$ cat src/rtl/tm1640_rx.sv
// TM1640 two-wire bus receiver: synchronises tm_clk/tm_din, detects start/stop
// conditions and assembles LSB-first bytes with a one-cycle valid strobe.
module tm1640_rx #(
  parameter int unsigned SYNC_STAGES = 2,
  parameter int unsigned TIMEOUT     = 4095
) (
  input  logic       clk,
  input  logic       rst,
  input  logic       tm_clk,
  input  logic       tm_din,
  output logic [7:0] data_out,
  output logic       data_valid,
  output logic       first_byte,
  output logic       frame_start,
  output logic       frame_end,
  output logic       frame_err,
  output logic       busy
);

  localparam int unsigned TO_W   = 16;
  localparam int unsigned BIT_W  = 3;
  localparam logic [TO_W-1:0] TO_LIM = TO_W'(TIMEOUT);

  typedef enum logic {S_IDLE, S_FRAME} state_t;

  logic [SYNC_STAGES-1:0] c_sync, d_sync, fill;
  logic c_s, d_s, c_p, d_p;
  logic clk_rise, start_cond, stop_cond, edge_seen, timeout_hit;

  state_t            state, state_nxt;
  logic [BIT_W-1:0]  bit_cnt, bit_cnt_nxt;
  logic [7:0]        shreg, shreg_nxt;
  logic              first_flag, first_flag_nxt;
  logic              armed, armed_nxt;
  logic [TO_W-1:0]   to_cnt, to_cnt_nxt, to_inc;
  logic [7:0]        data_out_nxt;
  logic              data_valid_nxt, first_byte_nxt, frame_start_nxt;
  logic              frame_end_nxt, frame_err_nxt, busy_nxt;

  // Synchronisers preset to the idle level; fill marks when c_s/d_s reflect real pins.
  always_ff @(posedge clk or posedge rst) begin
    if (rst) begin
      c_sync <= '1;
      d_sync <= '1;
      c_p    <= 1'b1;
      d_p    <= 1'b1;
      fill   <= '0;
    end else begin
      c_sync <= {c_sync[SYNC_STAGES-2:0], tm_clk};
      d_sync <= {d_sync[SYNC_STAGES-2:0], tm_din};
      c_p    <= c_s;
      d_p    <= d_s;
      fill   <= {fill[SYNC_STAGES-2:0], 1'b1};
    end
  end

  assign c_s        = c_sync[SYNC_STAGES-1];
  assign d_s        = d_sync[SYNC_STAGES-1];
  assign clk_rise   = c_s & ~c_p;
  assign start_cond = c_s & c_p & ~d_s & d_p;
  assign stop_cond  = c_s & c_p & d_s & ~d_p;
  assign edge_seen  = (c_s ^ c_p) | (d_s ^ d_p);

  assign to_inc      = (to_cnt == '1) ? to_cnt : to_cnt + TO_W'(1);
  assign timeout_hit = (state == S_FRAME) && !edge_seen && (to_inc == TO_LIM);

  // State and all registered outputs.
  always_ff @(posedge clk or posedge rst) begin
    if (rst) begin
      state       <= S_IDLE;
      bit_cnt     <= '0;
      shreg       <= '0;
      first_flag  <= 1'b0;
      armed       <= 1'b0;
      to_cnt      <= '0;
      data_out    <= '0;
      data_valid  <= 1'b0;
      first_byte  <= 1'b0;
      frame_start <= 1'b0;
      frame_end   <= 1'b0;
      frame_err   <= 1'b0;
      busy        <= 1'b0;
    end else begin
      state       <= state_nxt;
      bit_cnt     <= bit_cnt_nxt;
      shreg       <= shreg_nxt;
      first_flag  <= first_flag_nxt;
      armed       <= armed_nxt;
      to_cnt      <= to_cnt_nxt;
      data_out    <= data_out_nxt;
      data_valid  <= data_valid_nxt;
      first_byte  <= first_byte_nxt;
      frame_start <= frame_start_nxt;
      frame_end   <= frame_end_nxt;
      frame_err   <= frame_err_nxt;
      busy        <= busy_nxt;
    end
  end

  // Next-state and output decode; one event per cycle: start/stop > clk_rise > timeout.
  always_comb begin
    state_nxt       = state;
    bit_cnt_nxt     = bit_cnt;
    shreg_nxt       = shreg;
    first_flag_nxt  = first_flag;
    data_out_nxt    = data_out;
    first_byte_nxt  = first_byte;
    busy_nxt        = busy;
    data_valid_nxt  = 1'b0;
    frame_start_nxt = 1'b0;
    frame_end_nxt   = 1'b0;
    frame_err_nxt   = 1'b0;
    // After reset a start is honoured only once the bus has been seen idle.
    armed_nxt       = armed | (fill[SYNC_STAGES-1] & c_s & d_s);
    to_cnt_nxt      = (state == S_IDLE || edge_seen) ? '0 : to_inc;

    case (state)
      S_IDLE: begin
        if (start_cond && armed) begin
          state_nxt       = S_FRAME;
          bit_cnt_nxt     = '0;
          first_flag_nxt  = 1'b1;
          frame_start_nxt = 1'b1;
          busy_nxt        = 1'b1;
        end
      end
      S_FRAME: begin
        if (stop_cond) begin
          frame_end_nxt = 1'b1;
          frame_err_nxt = (bit_cnt != '0);
          bit_cnt_nxt   = '0;
          busy_nxt      = 1'b0;
          state_nxt     = S_IDLE;
        end else if (start_cond) begin
          frame_start_nxt = 1'b1;
          frame_err_nxt   = (bit_cnt != '0);
          bit_cnt_nxt     = '0;
          first_flag_nxt  = 1'b1;
        end else if (clk_rise) begin
          shreg_nxt   = {d_s, shreg[7:1]};
          bit_cnt_nxt = bit_cnt + BIT_W'(1);
          if (bit_cnt == BIT_W'(7)) begin
            data_out_nxt   = {d_s, shreg[7:1]};
            data_valid_nxt = 1'b1;
            first_byte_nxt = first_flag;
            first_flag_nxt = 1'b0;
          end
        end else if (timeout_hit) begin
          frame_err_nxt = 1'b1;
          bit_cnt_nxt   = '0;
          busy_nxt      = 1'b0;
          state_nxt     = S_IDLE;
        end
      end
      default: state_nxt = S_IDLE;
    endcase
  end

endmodule

$ cat config.mk
export PLATFORM = sky130hd
export DESIGN_NAME = tm1640_rx
export DESIGN_NICKNAME = d
export VERILOG_FILES = /design/src/rtl/tm1640_rx.sv
export SDC_FILE = /design/constraint.sdc
export NUM_CORES = 1
export LEC_CHECK = 0
export ABC_AREA = 0
export CAP_MARGIN = 20
export CORE_MARGIN = 5
export CORE_UTILIZATION = 34
export DETAILED_ROUTE_END_ITERATION = 8
export SYNTH_ARGS = -nofsm -noshare
export SYNTH_HDL_FRONTEND = slang
export SYNTH_SLANG_ARGS = --single-unit
$ cat constraint.sdc
create_clock -name clk -period 3 [get_ports clk]
set_clock_uncertainty 0.1 [all_clocks]
set_input_delay 0.45 -clock clk [delete_from_list [all_inputs] [get_ports clk]]
set_output_delay 0.45 -clock clk [all_outputs]
set_load 0.01 [all_outputs]
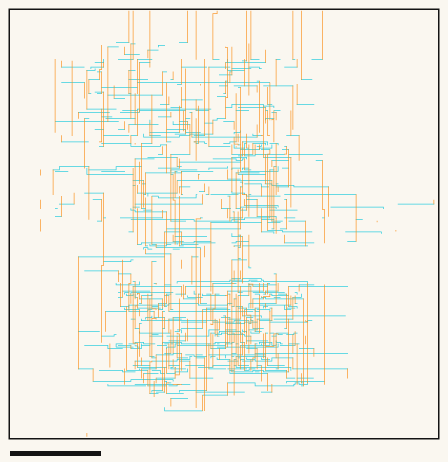
(run_1/layers.png)
Bar = 20 µm. Two of the layers only.
- M2: orange (wire length 2010 µm)
- M1: cyan (wire length 2060 µm)
vias: 1611
Routed WL per cell: 13.0 µm
Total Wirelength: 4.27 mm
gr usage total: 10.4%

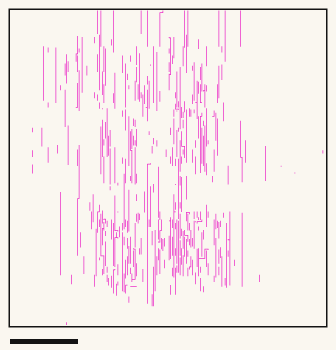
(run_1/m2.png)
Bar = 20 µm.
- main direction: vertical
- wire length on this layer: 2010 µm
- nets with wire on the layer: 189
- share of all routed wire: 47%
- longest straight run: 41.3 µm
met2 global-route usage: 16.0%

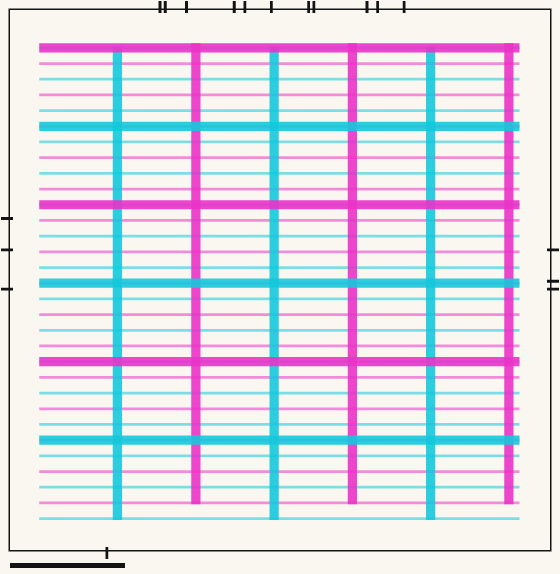
(run_1/floorplan.png)
Bar = 20 µm. Pins as bars on the die edge.
- VSS: cyan
- VDD: magenta
- met1 rails: 31
- met4 straps: 6
VDD IR max: 255 µV
Die Y: 93.6 µm
Die W: 93.6 µm
CORE AREA: 6790 µm²

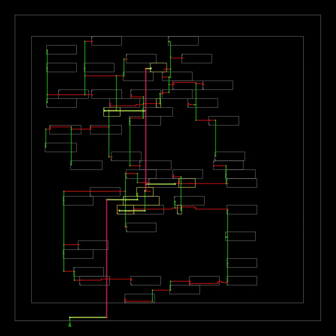
(run_1/clock_nets.png)
clk_buf instances: 7
CTS Buf Count: 5

==> results.sh, run 1 <==
# physical design summary
export IMPL_dominant_cells="flip-flops and latches"
export IMPL_root_buffer="clkbuf_8"
export IMPL_clk_pin_slew_ps=90
export IMPL_vias_per_cell=4.93
export IMPL_grt_pass1_wl_mm=7.29
export IMPL_setup_viol=0
export IMPL_preCtsSetupSlack_ps=637
export IMPL_syn_area_per_cell_um2=11.2
export IMPL_pwr_share_clk_pct=31.0
export IMPL_top_cell="dfrtp_1"
export IMPL_criticalPathCategory="reg2reg"
export IMPL_setup_tns_ps=0
export IMPL_syn_area_um2=2380
export IMPL_yosysCellCount=213
export IMPL_inverters=6
export IMPL_maxUsedRoutingLayer="met4"
export IMPL_post_route_cell_area_um2=2740
export IMPL_endpoint="bit_cnt[0]$_DFFE_PP0P_"
export IMPL_r2r_slack_ps=600
export IMPL_cts_resized=0
export IMPL_comb_share_pct=36.5
export IMPL_yosys_area_um2=2380
export IMPL_crit_family="simple AND/OR/NAND/NOR gates"
export IMPL_n_fill_cell=645
export IMPL_met2_length_mm=2.01
export IMPL_reg2reg_depth=7
export IMPL_ys_top_cells_by_count="dfrtp_1, nor2_1, mux2_2, nand2_1, nand3_1"
export IMPL_n_all_buffers=20
export IMPL_fmax_mhz=417
export IMPL_grt_pass1_vias=1556
export IMPL_status="complete, no violations"
export IMPL_ctsHoldBuffers=0
export IMPL_finalCriticalPeriod_ps=2400
export IMPL_io_buffer_count=17
export IMPL_p_sw_mw=0.388
export IMPL_seqPwrFrac_pct=55.3
export IMPL_p_int_mw=1.11
export IMPL_comb_area_um2=1000
export IMPL_ys_flop_type="dfrtp_1"
export IMPL_critical_path_peak_fanout=7
export IMPL_rsz0062_at_grt="no"
export IMPL_place_area_um2=2630
export IMPL_synth_edff_count=0
export IMPL_min_path_cells=0
export IMPL_netlist_cell_type_count=44
export IMPL_area_growth_pct=15.2
export IMPL_logic_family="simple AND/OR/NAND/NOR gates"
export IMPL_fin_util_pct=40.3
export IMPL_fin_nets=240
export IMPL_max_clock_path_buffers=2
export IMPL_fp_utilization_pct=35.0
export IMPL_worst_hold_slack_ps=248
export IMPL_final_nonclk_buf_share_pct=7.50
export IMPL_simple_gate_area_share_pct=16.9
export IMPL_p_comb_mw=0.206
export IMPL_cap_violations=0
export IMPL_max_stage_delay_ps=440
export IMPL_fp_nets=223
export IMPL_pwr_share_comb_pct=13.7
export IMPL_clkCellAreaFrac_pct=3.88
export IMPL_whs_endpoint="fill[1]$_DFF_PP0_"
export IMPL_top_regs="to_cnt x16, data_out x8, shreg x7"
export IMPL_hold_violations=0
export IMPL_synth_xor_area_share_pct=4.79
export IMPL_cp_depth=7
==> inputs of run 2 (changes only) <==
==> constraint.sdc (replaced) <==
create_clock -name clk -period 2 [get_ports clk]
set_clock_uncertainty 0.1 [all_clocks]
set_input_delay 0.3 -clock clk [delete_from_list [all_inputs] [get_ports clk]]
set_output_delay 0.3 -clock clk [all_outputs]
set_load 0.01 [all_outputs]
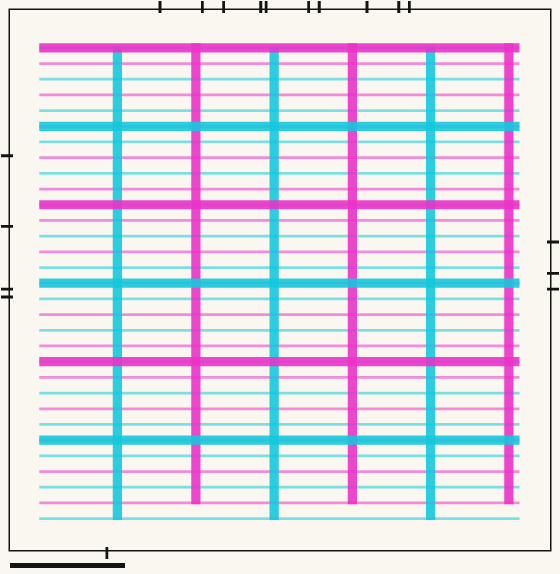
(run_2/floorplan.png)
Bar = 20 µm. Pins as bars on the die edge.
- VSS: cyan
- VDD: magenta
- met1 rails: 31
- signal pins: 18
- met4 straps: 6
VDD IR max: 406 µV

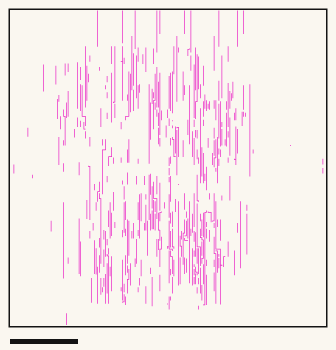
(run_2/m2.png)
Bar = 20 µm.
- share of all routed wire: 47%
- longest straight run: 27.4 µm
met2 global-route usage: 17.9%
Total Wirelength: 4.70 mm
vias: 1695

==> run 2 against run 1 <==
  * The flow now finishes with violations (setup timing)
  * Fmax grew 19%
  * Global-route usage rose by 1.1 points
  * Worst hold slack got worse by 70 ps
  * Area after synthesis unchanged
  * Critical endpoint is now bit_cnt[1]$_DFFE_PP0P_
  * Largest cell class unchanged
==> results.sh, run 2 <==
# physical design summary
export IMPL_status="complete, but fails checks"
export IMPL_violations="setup timing"
export IMPL_clkCellAreaFrac_pct=3.82
export IMPL_dominant_cells="flip-flops and latches"
export IMPL_ys_flop_type="dfrtp_1"
export IMPL_fmax_mhz=496
export IMPL_preCtsSetupSlack_ps=-33.3
export IMPL_async_flop_share_pct=100
export IMPL_worst_hold_slack_ps=179
export IMPL_final_nonclk_buf_share_pct=12.0
export IMPL_crit_family="simple AND/OR/NAND/NOR gates"
export IMPL_syn_area_per_cell_um2=11.2
export IMPL_maxPowerGroup="registers"
export IMPL_area_growth_pct=26.8
export IMPL_power_mw=2.32
export IMPL_met2_length_mm=2.23
export IMPL_reg2reg_depth=7
export IMPL_yosys_area_top_type_share_pct=47.4
export IMPL_max_stage_delay_ps=450
export IMPL_cts_resized=4
export IMPL_netlist_cell_type_count=44
export IMPL_endpoint="bit_cnt[1]$_DFFE_PP0P_"
export IMPL_synth_xor_area_share_pct=4.79
export IMPL_fp_nets=223
export IMPL_place_area_um2=2790
export IMPL_criticalPathCategory="reg2reg"
export IMPL_p_comb_mw=0.349
export IMPL_p_sw_mw=0.631
export IMPL_root_buffer="clkbuf_8"
export IMPL_r2r_slack_ps=-10
export IMPL_flop_count=51
export IMPL_ys_sh_aoi_pct=9.11
export IMPL_inverters=6
export IMPL_syn_area_um2=2380
export IMPL_p_int_mw=1.69
export IMPL_clk_pin_slew_ps=100
export IMPL_finalCriticalPeriod_ps=2010
export IMPL_dp_cells=335
export IMPL_fin_util_pct=44.3
export IMPL_rr_endpoint="bit_cnt[1]$_DFFE_PP0P_"
export IMPL_comb_cells=146
export IMPL_fp_utilization_pct=35.0
export IMPL_top_cell="dfrtp_1"
export IMPL_seq_area_um2=1290
export IMPL_synth_edff_count=0
export IMPL_final_clkbuf_count=5
export IMPL_wl_met3_um=103
export IMPL_grt_pass1_vias=1695
export IMPL_cp_data_required_time_ps=2080
export IMPL_cp_depth=7
export IMPL_ctsHoldBuffers=0
export IMPL_max_clock_path_buffers=2
export IMPL_gp_congestion=0.822
export IMPL_die_h_um=93.6
export IMPL_first_iter_violations=84
export IMPL_antenna_cells=0
export IMPL_rsz0062_at_grt="yes"
export IMPL_drt_wirelength_per_cell_um=13.5
export IMPL_core_um2=6790
export IMPL_ys_top_cells_by_count="dfrtp_1, nor2_1, mux2_2, nand2_1, nand3_1"
export IMPL_seqPwrFrac_pct=53.4
export IMPL_pwr_share_clk_pct=31.6
export IMPL_io_buffer_count=17
export IMPL_post_route_cell_area_um2=3010
export IMPL_n_fill_cell=642
export IMPL_numCtsBuffers=5
export IMPL_top_regs="to_cnt x16, data_out x8, shreg x7"
export IMPL_fin_ws_ps=-14.9
export IMPL_ys_sh_adder_pct=3.16
export IMPL_simple_gate_area_share_pct=16.9
export IMPL_yosysCellCount=213
export IMPL_cap_violations=0
export IMPL_fp_dieW_um=93.6
export IMPL_setup_viol=5
export IMPL_n_all_buffers=41
export IMPL_hold_violations=0
export IMPL_comb_share_pct=36.7
export IMPL_worstSetupStartpoint="to_cnt[0]$_DFF_PP0_"
export IMPL_grtUsageTotal_pct=11.6
export IMPL_vias_per_cell=4.87
export IMPL_logic_family="simple AND/OR/NAND/NOR gates"
export IMPL_grt_pass1_wl_mm=8.18
export IMPL_comb_area_um2=1100
export IMPL_fin_nets=261
export IMPL_maxUsedRoutingLayer="met4"
export IMPL_pwr_share_comb_pct=15.0
export IMPL_critical_path_peak_fanout=7
export IMPL_yosys_area_um2=2380
export IMPL_setup_tns_ps=-31.6
